===== src/rtl/spi_pkg.sv =====
// Shared types and defaults for the oversampled SPI slave.
package spi_pkg;

    typedef enum logic [0:0] {
        StIdle,
        StActive
    } spi_state_e;

    localparam int unsigned SyncStagesDefault = 2;

endpackage


===== src/rtl/spi_sync_edge.sv =====
// Multi-flop synchroniser with rise/fall detection on the synchronised level.
module spi_sync_edge
    import spi_pkg::*;
#(
    parameter int unsigned Stages   = SyncStagesDefault,
    parameter bit          ResetVal = 1'b0
) (
    input  logic clk_i,
    input  logic rst_i,
    input  logic d_i,
    output logic q_o,
    output logic rise_o,
    output logic fall_o
);

    logic [Stages-1:0] sync_q;
    logic              prev_q;

    always_ff @(posedge clk_i or posedge rst_i) begin
        if (rst_i) begin
            sync_q <= {Stages{ResetVal}};
            prev_q <= ResetVal;
        end else begin
            sync_q <= {sync_q[Stages-2:0], d_i};
            prev_q <= sync_q[Stages-1];
        end
    end

    assign q_o    = sync_q[Stages-1];
    assign rise_o = sync_q[Stages-1] & ~prev_q;
    assign fall_o = ~sync_q[Stages-1] & prev_q;

endmodule


===== src/rtl/spi_slave_sync.sv =====
// Fully synchronous full-duplex SPI slave, all four modes, with a one-word tx holding buffer.
module spi_slave_sync
    import spi_pkg::*;
#(
    parameter int unsigned DATA_W      = 8,
    parameter bit          CPOL        = 1'b0,
    parameter bit          CPHA        = 1'b0,
    parameter bit          MSB_FIRST   = 1'b1,
    parameter int unsigned SYNC_STAGES = SyncStagesDefault
) (
    input  logic              clk,
    input  logic              rst,
    input  logic              sclk,
    input  logic              cs,
    input  logic              mosi,
    output logic              miso,
    output logic              miso_oe,
    input  logic [DATA_W-1:0] tx_data,
    input  logic              tx_valid,
    output logic              tx_ready,
    output logic [DATA_W-1:0] rx_data,
    output logic              rx_valid,
    output logic              tx_underrun,
    output logic              frame_err
);

    localparam int unsigned   CntW    = $clog2(DATA_W);
    localparam logic [CntW-1:0] LastBit = CntW'(DATA_W - 1);

    logic sclk_level_unused, sclk_rise, sclk_fall;
    logic cs_level_unused, cs_rise, cs_fall;
    logic mosi_s, mosi_rise_unused, mosi_fall_unused;

    spi_sync_edge #(.Stages(SYNC_STAGES), .ResetVal(CPOL)) u_sync_sclk (
        .clk_i  (clk),
        .rst_i  (rst),
        .d_i    (sclk),
        .q_o    (sclk_level_unused),
        .rise_o (sclk_rise),
        .fall_o (sclk_fall)
    );

    spi_sync_edge #(.Stages(SYNC_STAGES), .ResetVal(1'b1)) u_sync_cs (
        .clk_i  (clk),
        .rst_i  (rst),
        .d_i    (cs),
        .q_o    (cs_level_unused),
        .rise_o (cs_rise),
        .fall_o (cs_fall)
    );

    spi_sync_edge #(.Stages(SYNC_STAGES), .ResetVal(1'b0)) u_sync_mosi (
        .clk_i  (clk),
        .rst_i  (rst),
        .d_i    (mosi),
        .q_o    (mosi_s),
        .rise_o (mosi_rise_unused),
        .fall_o (mosi_fall_unused)
    );

    logic lead_edge, trail_edge, sample_edge, shift_edge;

    assign lead_edge   = CPOL ? sclk_fall : sclk_rise;
    assign trail_edge  = CPOL ? sclk_rise : sclk_fall;
    assign sample_edge = CPHA ? trail_edge : lead_edge;
    assign shift_edge  = CPHA ? lead_edge : trail_edge;

    spi_state_e        state_q, state_d;
    logic [CntW-1:0]   bit_cnt_q, bit_cnt_d;
    logic [DATA_W-1:0] rx_shift_q, rx_shift_d;
    logic [DATA_W-1:0] tx_shift_q, tx_shift_d;
    logic [DATA_W-1:0] rx_data_q, rx_data_d;
    logic [DATA_W-1:0] hold_q;
    logic              hold_full_q;
    logic              rx_valid_q, rx_valid_d;
    logic              underrun_q;
    logic              frame_err_q, frame_err_d;
    logic              load_tx;

    // A drain frees the buffer in the same cycle so a new word can be accepted immediately.
    assign tx_ready = ~hold_full_q | load_tx;

    always_comb begin
        state_d     = state_q;
        bit_cnt_d   = bit_cnt_q;
        rx_shift_d  = rx_shift_q;
        tx_shift_d  = tx_shift_q;
        rx_data_d   = rx_data_q;
        rx_valid_d  = 1'b0;
        frame_err_d = 1'b0;
        load_tx     = 1'b0;
        case (state_q)
            StIdle: begin
                if (cs_fall) begin
                    state_d   = StActive;
                    bit_cnt_d = '0;
                    load_tx   = ~CPHA;
                end
            end
            StActive: begin
                if (cs_rise) begin
                    state_d     = StIdle;
                    frame_err_d = (bit_cnt_q != '0);
                    bit_cnt_d   = '0;
                    rx_shift_d  = '0;
                end else if (sample_edge) begin
                    rx_shift_d = MSB_FIRST ? {rx_shift_q[DATA_W-2:0], mosi_s}
                                           : {mosi_s, rx_shift_q[DATA_W-1:1]};
                    if (bit_cnt_q == LastBit) begin
                        rx_data_d  = rx_shift_d;
                        rx_valid_d = 1'b1;
                        bit_cnt_d  = '0;
                    end else begin
                        bit_cnt_d = bit_cnt_q + 1'b1;
                    end
                end else if (shift_edge) begin
                    // bit_cnt==0 on a shift edge always marks a word boundary in either phase
                    if (bit_cnt_q == '0) begin
                        load_tx = 1'b1;
                    end else begin
                        tx_shift_d = MSB_FIRST ? {tx_shift_q[DATA_W-2:0], 1'b0}
                                               : {1'b0, tx_shift_q[DATA_W-1:1]};
                    end
                end
            end
            default: state_d = StIdle;
        endcase
        if (load_tx) begin
            tx_shift_d = hold_full_q ? hold_q : '0;
        end
    end

    always_ff @(posedge clk or posedge rst) begin
        if (rst) begin
            state_q     <= StIdle;
            bit_cnt_q   <= '0;
            rx_shift_q  <= '0;
            tx_shift_q  <= '0;
            rx_data_q   <= '0;
            rx_valid_q  <= 1'b0;
            underrun_q  <= 1'b0;
            frame_err_q <= 1'b0;
            hold_q      <= '0;
            hold_full_q <= 1'b0;
        end else begin
            state_q     <= state_d;
            bit_cnt_q   <= bit_cnt_d;
            rx_shift_q  <= rx_shift_d;
            tx_shift_q  <= tx_shift_d;
            rx_data_q   <= rx_data_d;
            rx_valid_q  <= rx_valid_d;
            underrun_q  <= load_tx & ~hold_full_q;
            frame_err_q <= frame_err_d;
            if (tx_valid && tx_ready) begin
                hold_q      <= tx_data;
                hold_full_q <= 1'b1;
            end else if (load_tx) begin
                hold_full_q <= 1'b0;
            end
        end
    end

    assign miso        = MSB_FIRST ? tx_shift_q[DATA_W-1] : tx_shift_q[0];
    assign miso_oe     = (state_q == StActive);
    assign rx_data     = rx_data_q;
    assign rx_valid    = rx_valid_q;
    assign tx_underrun = underrun_q;
    assign frame_err   = frame_err_q;

endmodule


===== config.mk =====
export PLATFORM = sky130hd
export DESIGN_NAME = spi_slave_sync
export DESIGN_NICKNAME = d
export VERILOG_FILES = /design/src/rtl/spi_pkg.sv /design/src/rtl/spi_sync_edge.sv /design/src/rtl/spi_slave_sync.sv
export SDC_FILE = /design/constraint.sdc
export NUM_CORES = 1
export LEC_CHECK = 0
export CORE_UTILIZATION = 50
export DETAILED_ROUTE_END_ITERATION = 6
export PLACE_DENSITY = 0.74
export SYNTH_ARGS = -nofsm -noshare
export SYNTH_HDL_FRONTEND = slang
export SYNTH_SLANG_ARGS = --single-unit
export TNS_END_PERCENT = 1

===== constraint.sdc =====
create_clock -name clk -period 3 [get_ports clk]
set_input_delay 0.3 -clock clk [delete_from_list [all_inputs] [get_ports clk]]
set_output_delay 0.3 -clock clk [all_outputs]
set_load 0.01 [all_outputs]

run_1/layers.png
Only two layers are drawn.
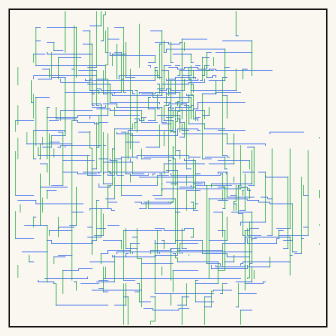
| colour | layer | wire length |
|---|---|---|
| blue | M1 | 1400 um |
| green | M2 | 1400 um |
wire per inst: 13.2 um
gr usage total: 0.170
Vias: 1184
routed wire length: 2960 um

run_1/clock_nets.png
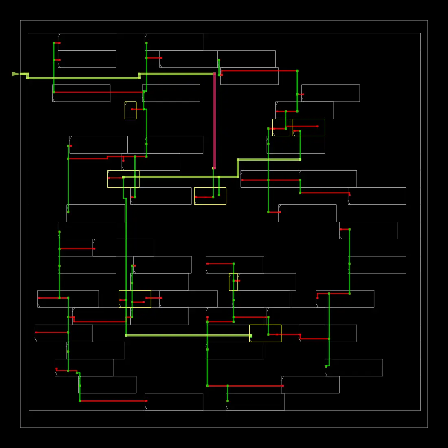
Sinks on Clock Net: 47
Final Skew: 5.47 ps
clock buffer count: 6
seq_cells: 47

==> changes_impl.md, run 1 <==
### Implementation results

* Top cells by area: dfrtp_1, mux2_4, mux2_1
* Final min period at 2560 ps
* Final WS setup at 435 ps
* Fraction of area in multi-input gates at 0.305
* Port buffer count at 27
* Seq area share at 0.503
* P_sw at 375 uW
* Inserted Diodes at 0
* Critical Path AT at 2260 ps
* Die width at 64.6 um
* Post-Syn Instances at 146
* Setup bufs post-CTS at 0
* PD cells at 600 mW/mm^2
* Dpl cell area at 0.00226 sq mm
* Setup_tns at 0 ps
* Outcome: complete, no violations
* Hold Buf Count CTS at 0
* Adder Share, Synth at 0.0192
* Final hold violations at 0
* Largest net degree at the start of global routing at 29
* Top cells by count, synth: dfrtp_1, nand2_1, a22o_1, mux2_1, mux2_4
* Synth area leader: dfrtp_1
* Non-clk invs at 7
* Max Transition Viols Final at 0
* Leak at 1.11 nW
* Final instance area at 0.00234 sq mm
* Clock group total power at 355 uW
* Gpl congestion at 0.840
* Cells after DPL at 216
* Critical Path Sink Type: output port
* MUX area fraction at 0.107
* Setup CP Type: reg2out
* Slew headroom at 0.368
* Fin nets at 192
* Tool warnings at 27
* Flip-flops with a built-in enable at 0
* Most numerous logic cells after layout: dfrtp_1, clkdlybuf4s50_1, nand2_1
* Routed wl met2 at 1400 um
* CTS root buf: clkbuf_8
* CP required at 2700 ps
* Reg2Reg Depth at 3
* Worst vdd ir at 0.392 mV
* Crit path depth at 6
* Cell Type Count at 32
* Mapped cell area at 0.00196 sq mm
* Syn Nets at 163
* Maxcap violations at 0
* Mean Syn Cell Area at 13.4 sq um
* Top sig layer: met4
* CTS tree: built
run_1/ff_map.png
Scale bar: 20 um. Other sequential cells in the stronger grey, the rest of the logic in the fainter grey.
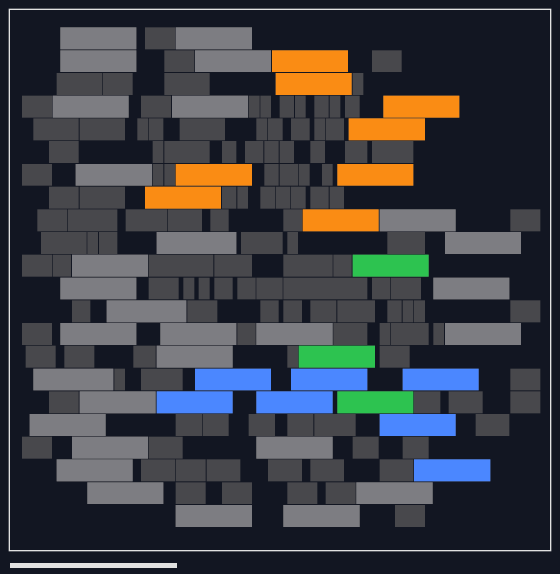
| colour | name in the netlist | placed flops |
|---|---|---|
| blue | rx_shift_q | 7 |
| green | bit_cnt_q | 3 |
| orange | tx_shift_q | 8 |
not coloured: 29

run_1/port_trees.png
Scale bar: 20 um.
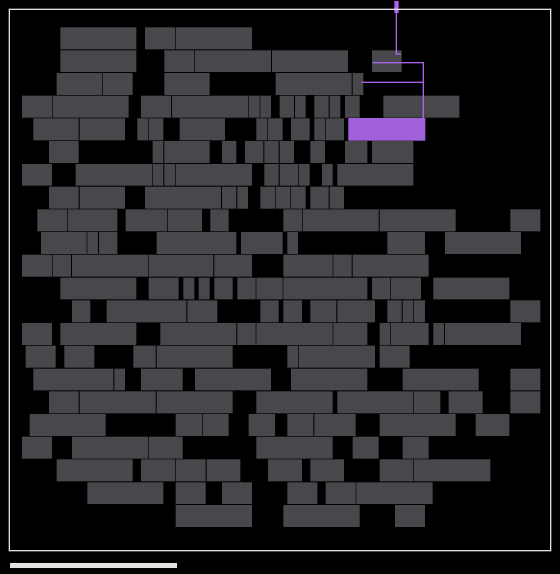

==> inputs of run 2 (changes only) <==
--- a/config.mk
+++ b/config.mk
@@ -5,8 +5,10 @@
 export SDC_FILE = /design/constraint.sdc
 export NUM_CORES = 1
 export LEC_CHECK = 0
+export CORE_MARGIN = 1.5
 export CORE_UTILIZATION = 50
 export DETAILED_ROUTE_END_ITERATION = 6
+export GPL_TIMING_DRIVEN = 0
 export PLACE_DENSITY = 0.74
 export SYNTH_ARGS = -nofsm -noshare
 export SYNTH_HDL_FRONTEND = slang
run_2/port_trees.png
Scale bar: 20 um.
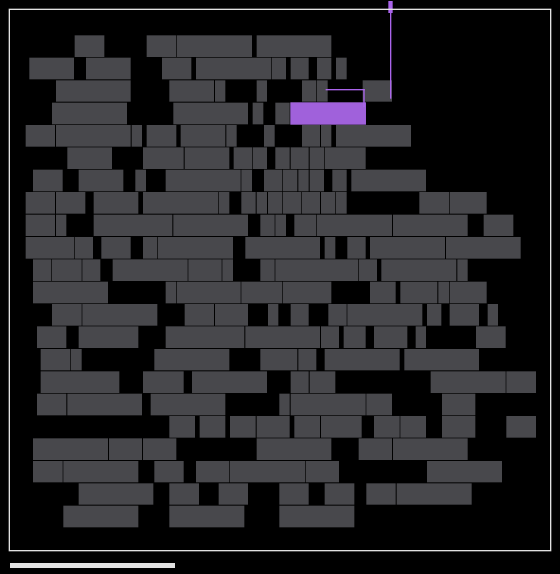
| colour | port | direction | end cells | buffers | wire |
|---|---|---|---|---|---|
| purple | miso | output | 1 | 1 | 17.1 um |
I/O pin total: 28
port buffer count: 27

==> run 2 against run 1 <==
  * Sequential power down 1%
  * Global-route usage up 0.29 points
  * Sequential share of layout area decreased by 1.0 points
  * Clock power about the same
  * Worst setup slack better by 91 ps
  * Cell area increased by 2.0%
  * Critical path depth unchanged
==> changes_impl.md, run 2 <==
### Implementation results

* Outcome: complete, no violations
* CTS tree: built
* Most numerous logic cells after layout: dfrtp_1, clkdlybuf4s50_1, nand2_1
* Setup_tns at 0 ps
* Seq area share at 0.493
* Mean Syn Cell Area at 13.4 sq um
* PD cells at 595 mW/mm^2
* Mapped cell area at 0.00196 sq mm
* Routed wl met2 at 1390 um
* CTS root buf: clkbuf_8
* Reg2Reg Depth at 6
* Syn Nets at 163
* Non-clk invs at 7
* Flip-flops with a built-in enable at 0
* Wire per inst at 13.4 um
* Dpl cell area at 0.00231 sq mm
* Critical Path Sink Type: output port
* Tool warnings at 27
* Slew headroom at 0.724
* MUX area fraction at 0.107
* Fin nets at 198
* Cell Type Count at 32
* CP required at 2700 ps
* P_sw at 379 uW
* Die width at 65.6 um
* Critical Path AT at 2170 ps
* Routed wire length at 3090 um
* Top sig layer: met4
* Post-Syn Instances at 146
* Cells after DPL at 222
* Final instance area at 0.00239 sq mm
* Fraction of area in multi-input gates at 0.299
* Maxcap violations at 0
* Final Skew at 6.70 ps
* Leak at 1.14 nW
* Final min period at 2470 ps
* Vias at 1192
* Setup CP Type: reg2out
* Clock buffer count at 7
* Gpl congestion at 0.871
* Final hold violations at 0
* Clock group total power at 356 uW
* Gr usage total at 0.173
Power and IR drop assume default switching activity.
